File: src/rtl/bcd_pkg.sv
// Shared constants for the sequential binary-to-BCD converter.
// Holds FSM state encoding and the double-dabble adjust threshold.
package bcd_pkg;

  typedef logic [3:0] nibble_t;

  localparam logic [0:0] S_IDLE = 1'b0;
  localparam logic [0:0] S_CONV = 1'b1;

  localparam nibble_t ADJ_THRESH = 4'd5;
  localparam nibble_t ADJ_ADD    = 4'd3;

  function automatic int unsigned cnt_width(input int unsigned w);
    return $clog2(w + 1);
  endfunction

endpackage

File: src/rtl/bcd_add3.sv
// Double-dabble digit correction: add 3 to a BCD digit that is 5 or more.
// A legal digit (0..9) plus 3 is at most 12, so 4 bits never overflow.
module bcd_add3
  import bcd_pkg::*;
(
  input  logic [3:0] din,
  output logic [3:0] dout
);

  always_comb begin
    dout = din;
    if (din >= ADJ_THRESH) begin
      dout = din + ADJ_ADD;
    end
  end

endmodule

File: src/rtl/bin_to_bcd_seq.sv
// Sequential binary-to-BCD converter, one shift per clock (double dabble).
// Result is latched on bcd with a one-cycle done pulse after W shifts.
module bin_to_bcd_seq
  import bcd_pkg::*;
#(
  parameter int W  = 8,
  parameter int ND = 3
) (
  input  logic            clk,
  input  logic            rst_n,
  input  logic            start,
  input  logic [W-1:0]    bin,
  output logic            busy,
  output logic            done,
  output logic [4*ND-1:0] bcd
);

  localparam int CW = cnt_width(W);

  logic [0:0]      state_q, state_d;
  logic [W-1:0]    sr_q, sr_d;
  logic [4*ND-1:0] acc_q, acc_d;
  logic [CW-1:0]   cnt_q, cnt_d;
  logic [4*ND-1:0] bcd_q, bcd_d;
  logic            done_q, done_d;
  logic [4*ND-1:0] adj;

  for (genvar i = 0; i < ND; i++) begin : g_adj
    bcd_add3 u_add3 (
      .din  (acc_q[4*i +: 4]),
      .dout (adj[4*i +: 4])
    );
  end

  always_comb begin
    state_d = state_q;
    sr_d    = sr_q;
    acc_d   = acc_q;
    cnt_d   = cnt_q;
    bcd_d   = bcd_q;
    done_d  = 1'b0;
    case (state_q)
      S_IDLE: begin
        if (start) begin
          sr_d    = bin;
          acc_d   = '0;
          cnt_d   = CW'(W);
          state_d = S_CONV;
        end
      end
      S_CONV: begin
        {acc_d, sr_d} = {adj, sr_q} << 1;
        cnt_d = cnt_q - CW'(1);
        // Last shift: publish the freshly shifted accumulator directly.
        if (cnt_q == CW'(1)) begin
          bcd_d   = acc_d;
          done_d  = 1'b1;
          state_d = S_IDLE;
        end
      end
      default: state_d = S_IDLE;
    endcase
  end

  always_ff @(posedge clk or negedge rst_n) begin
    if (!rst_n) begin
      state_q <= S_IDLE;
      sr_q    <= '0;
      acc_q   <= '0;
      cnt_q   <= '0;
      bcd_q   <= '0;
      done_q  <= 1'b0;
    end else begin
      state_q <= state_d;
      sr_q    <= sr_d;
      acc_q   <= acc_d;
      cnt_q   <= cnt_d;
      bcd_q   <= bcd_d;
      done_q  <= done_d;
    end
  end

  assign busy = (state_q == S_CONV);
  assign done = done_q;
  assign bcd  = bcd_q;

endmodule

File: config.mk
export PLATFORM = sky130hd
export DESIGN_NAME = bin_to_bcd_seq
export DESIGN_NICKNAME = d
export VERILOG_FILES = /design/src/rtl/bcd_pkg.sv /design/src/rtl/bcd_add3.sv /design/src/rtl/bin_to_bcd_seq.sv
export SDC_FILE = /design/constraint.sdc
export NUM_CORES = 1
export LEC_CHECK = 0
export CAP_MARGIN = 30
export CORE_MARGIN = 8
export CORE_UTILIZATION = 56
export DETAILED_ROUTE_END_ITERATION = 7
export DONT_BUFFER_PORTS = 1
export PLACE_DENSITY = 0.74
export SLEW_MARGIN = 5
export SYNTH_ARGS = -nofsm -noshare
export SYNTH_HDL_FRONTEND = slang
export SYNTH_SLANG_ARGS = --single-unit
File: constraint.sdc
create_clock -name clk -period 1.5 [get_ports clk]
set_input_delay 0.3 -clock clk [delete_from_list [all_inputs] [get_ports clk]]
set_output_delay 0.3 -clock clk [all_outputs]
set_load 0.05 [all_outputs]
==> run_1/closeup.png <==
Region (45, 45) to (65, 65) microns. Cells in grey, sequential cells in the stronger grey; small squares are vias.
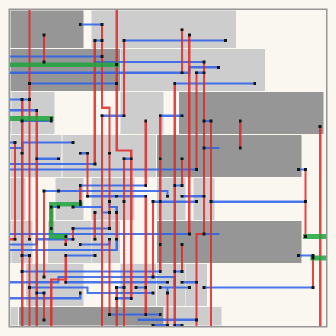
colour	layer
green	M3
red	M2
blue	M1
netlist names of flops here include	bcd (4), acc_q (1)
sequential cells in the window	5
cells with their middle in the window	22
most frequent	dfrtp_1 (5), nand2_1 (3)

==> run_1/pinout.png <==
The bar under the picture is 20 microns long. Pins as bars across the die edge, other pins in grey.
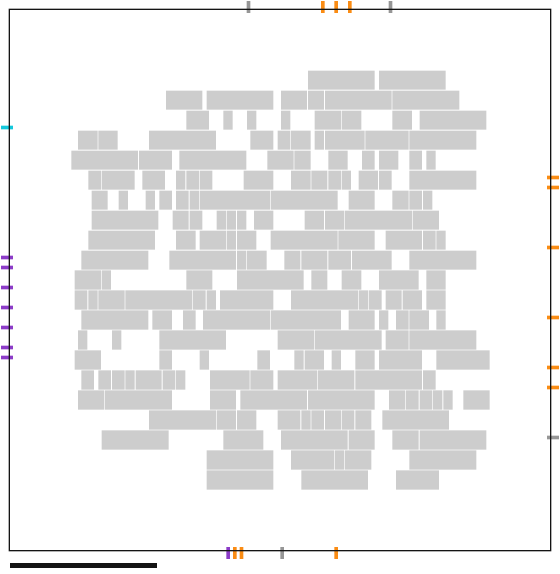
colour	port	pins	direction	edge
orange	bcd	12	output	6 east, 3 north, 3 south
cyan	clk	1	input	west
purple	bin	8	input	7 west, 1 south
all pins by edge	8 west, 7 east, 5 north, 5 south

==> notes.md, run 1 <==
flow finished, numbers: most frequent cells in the layout=dfrtp_1, nand2_1, mux2i_1, chip area line of the yosys report=between 0.0015 and 0.002 sq mm, main area contributors=dfrtp_1, mux2i_1, ha_1, WL met3=238 microns, CP max stage delay=0.48 ns, Hold Fails Final Rpt=0, first drt pass iteration count=4, worst-skew pair later-pin latency=0.34 ns, initial core utilization=a little under three fifths, diode count=0, row count=21, Tot Pwr=about 5.5 mW, yosys warns=0, crit-path max FO=3, Area Overhead vs Synth=18.88%, Int Pwr=2.985 mW, Seq pwr share=between 40 and 50%, clock share of power=between 10% and 20%, Avg Synthesized Cell Area=about 11 sq um, Worst Path Required=1.78 ns, Comb area=944.7 sq um, clk slew on worst S/H paths=0.12 ns, Arrival @ worst endpoint=1.77 ns, routed vias=1282, Post-layout nets=206, top_reg_cell synth=dfrtp_1, met2 usage=27.07%, MUX share of area=12.58%, CP max stage cell=dfrtp_2, Leak=1.039 nW, nonclk inv count=9, status=completed
==> run_1/sizing.png <==
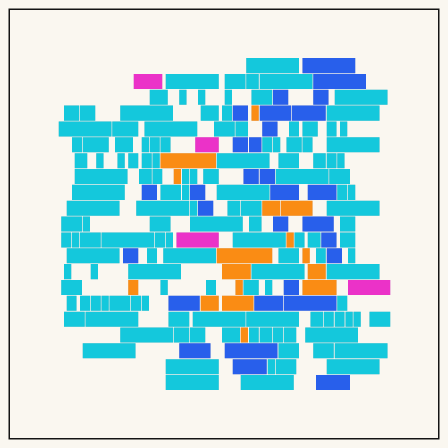
colour	size	cells	share
magenta	x6 and larger	4	2.1%
orange	x2	16	8.5%
blue	x3 and x4	30	16%
cyan	x1 and smaller	138	73%

-- run 1: path summary, 6_finish.rpt --
check / startpoint / cells past startpoint / slack [ns] / endpoint
max: acc_q[0] / 5 / 0.009 / acc_q[2]
min: start / 1 / 0.06 / cnt_q[1]
max reg2reg: acc_q[0] / 5 / 0.009 / acc_q[2]
min reg2reg: sr_q[6] / 2 / 0.49 / sr_q[7]
max in group asynchronous: rst_n / 2 / 0.89 / sr_q[2]
min in group asynchronous: rst_n / 2 / 0.40 / bcd[8]
-- run 1: timing repair --
item,in CTS,in global routing
pin swaps,3,5
gates resized,14,17
endpoints found under the setup margin,8,12
buffers inserted,5,1
hold buffers,2,1
hold endpoints to repair,38,1
-- run 1: registers in the layout, summed over array words and instances, names as in the netlist --
name and flops:
cnt_q 4, sr_q 8, acc_q 12, done 1, busy 1, bcd 12
==> run 2, diff against run 1 <==
- GPL_TIMING_DRIVEN: unset -> 1
- MAX_ROUTING_LAYER: unset -> met4
- SKIP_CTS_REPAIR_TIMING: unset -> 1
==> notes.md, run 2 <==
flow finished, numbers: Comb area=950.9 sq um (+0.66%), Tot Pwr=5.398 mW (-1.0%), clock share of power=10.4% (about the same), Leak=1.022 nW (-1.7%), Worst Path Required=1.77 ns (about the same), cell with the most instances after synthesis=dfrtp_1, CP max stage cell=dfrtp_1, total track usage=approximately 15%, Int Pwr=2.955 mW (-1.0%), Avg Synthesized Cell Area=10.69 sq um (unchanged), Min-Delay Endpoint=acc_q[0], worst-skew pair later-pin latency=0.35 ns (about the same), Basic Gates by Area=13.60%, met2 usage=24.51% (-2.6 points), row count=21 (unchanged), Num CTS Buffers=5, first drt pass iteration count=4 (unchanged), initial core utilization=56.76% (unchanged), clk slew on worst S/H paths=0.13 ns (about the same), Layout clock area frac=about 2.8%, main area contributors=dfrtp_1, mux2i_1, ha_1, crit-path max FO=4 (+1), Hold Fails Final Rpt=0 (unchanged), yosys warns=0 (unchanged), routed vias=1267 (-1.2%), chip area line of the yosys report=0.001849 sq mm (unchanged), diode count=0 (unchanged), reg2reg path depth=5 (unchanged), most frequent cells in the layout=dfrtp_1, nand2_1, mux2i_1, nonclk inv count=9 (unchanged), MUX share of area=12.58% (unchanged), Post-layout nets=203 (-1.5%), Worst Setup EP=bcd[10], Period minus WS final=1.470 ns, Worst Hold Depth=1 (unchanged), Seq pwr share=44.7% (+0.5 points), CP max stage delay=0.45 ns (-0.03 ns), WL met3=231 microns (-2.9%), status=completed, r2r startpoint=acc_q[8], top_reg_cell synth=dfrtp_1, Arrival @ worst endpoint=1.75 ns (-0.02 ns), Slew Viols, Final=0, reg2reg setup slack=0.03 ns (+0.02 ns), global routing's busiest layer=met2, Crit. Startpoint=acc_q[8], first-pass GRT wire length=6196 microns
## run 2: cell counts after synthesis
No cell type changed its count.
## run 2: worst max-delay path: cells and delay by family, from the launching register on
| kind | cells | cell delay, ns |
|---|---|---|
| mux | 2 | 0.45 |
| fa+ha+maj | 1 | 0.19 |
| flops | 1 | 0.45 |
| compound gates | 1 | 0.16 |
| simple gates | 1 | 0.14 |
## run 2: cells by family (layout without fill, tap and decap cells)
family / after synthesis / count (layout)
DFF: 38 / 38
xor gates and xnor gates: 5 / 5
AOI/OAI and AO/OA: 33 / 33
and+or+nand+nor: 50 / 50
buffers and inverters: 17 / 29
muxes: 22 / 22
adders and majority gates: 8 / 8
==> run_2/placed.png <==
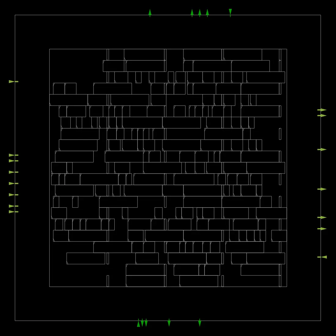
Flops: 38
fraction of area in registers: 43.83%

==> run_2/util_map.png <==
The die is cut into 7 by 7 equal tiles; white is low, dark blue is high, 0 to 100% covered.
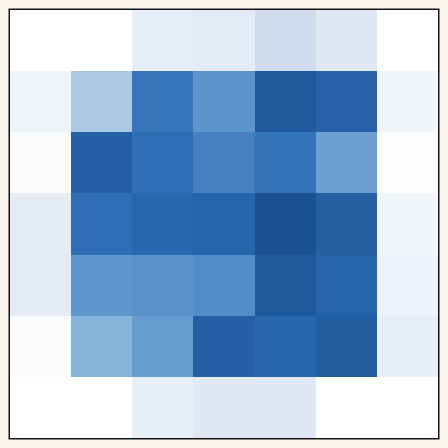
nearly empty tiles	18%
fullest tile	87%
mean over tiles	39%
tiles over 75% full	29%
densest ninth of the die	centre

==> run_2/sizing.png <==
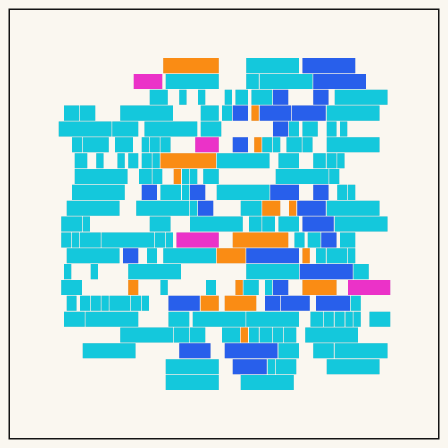
colour	size	cells	share
orange	x2	16	8.6%
cyan	x1 and smaller	137	74%
blue	x3 and x4	28	15%
magenta	x6 and larger	4	2.2%

Power and IR drop assume default switching activity.
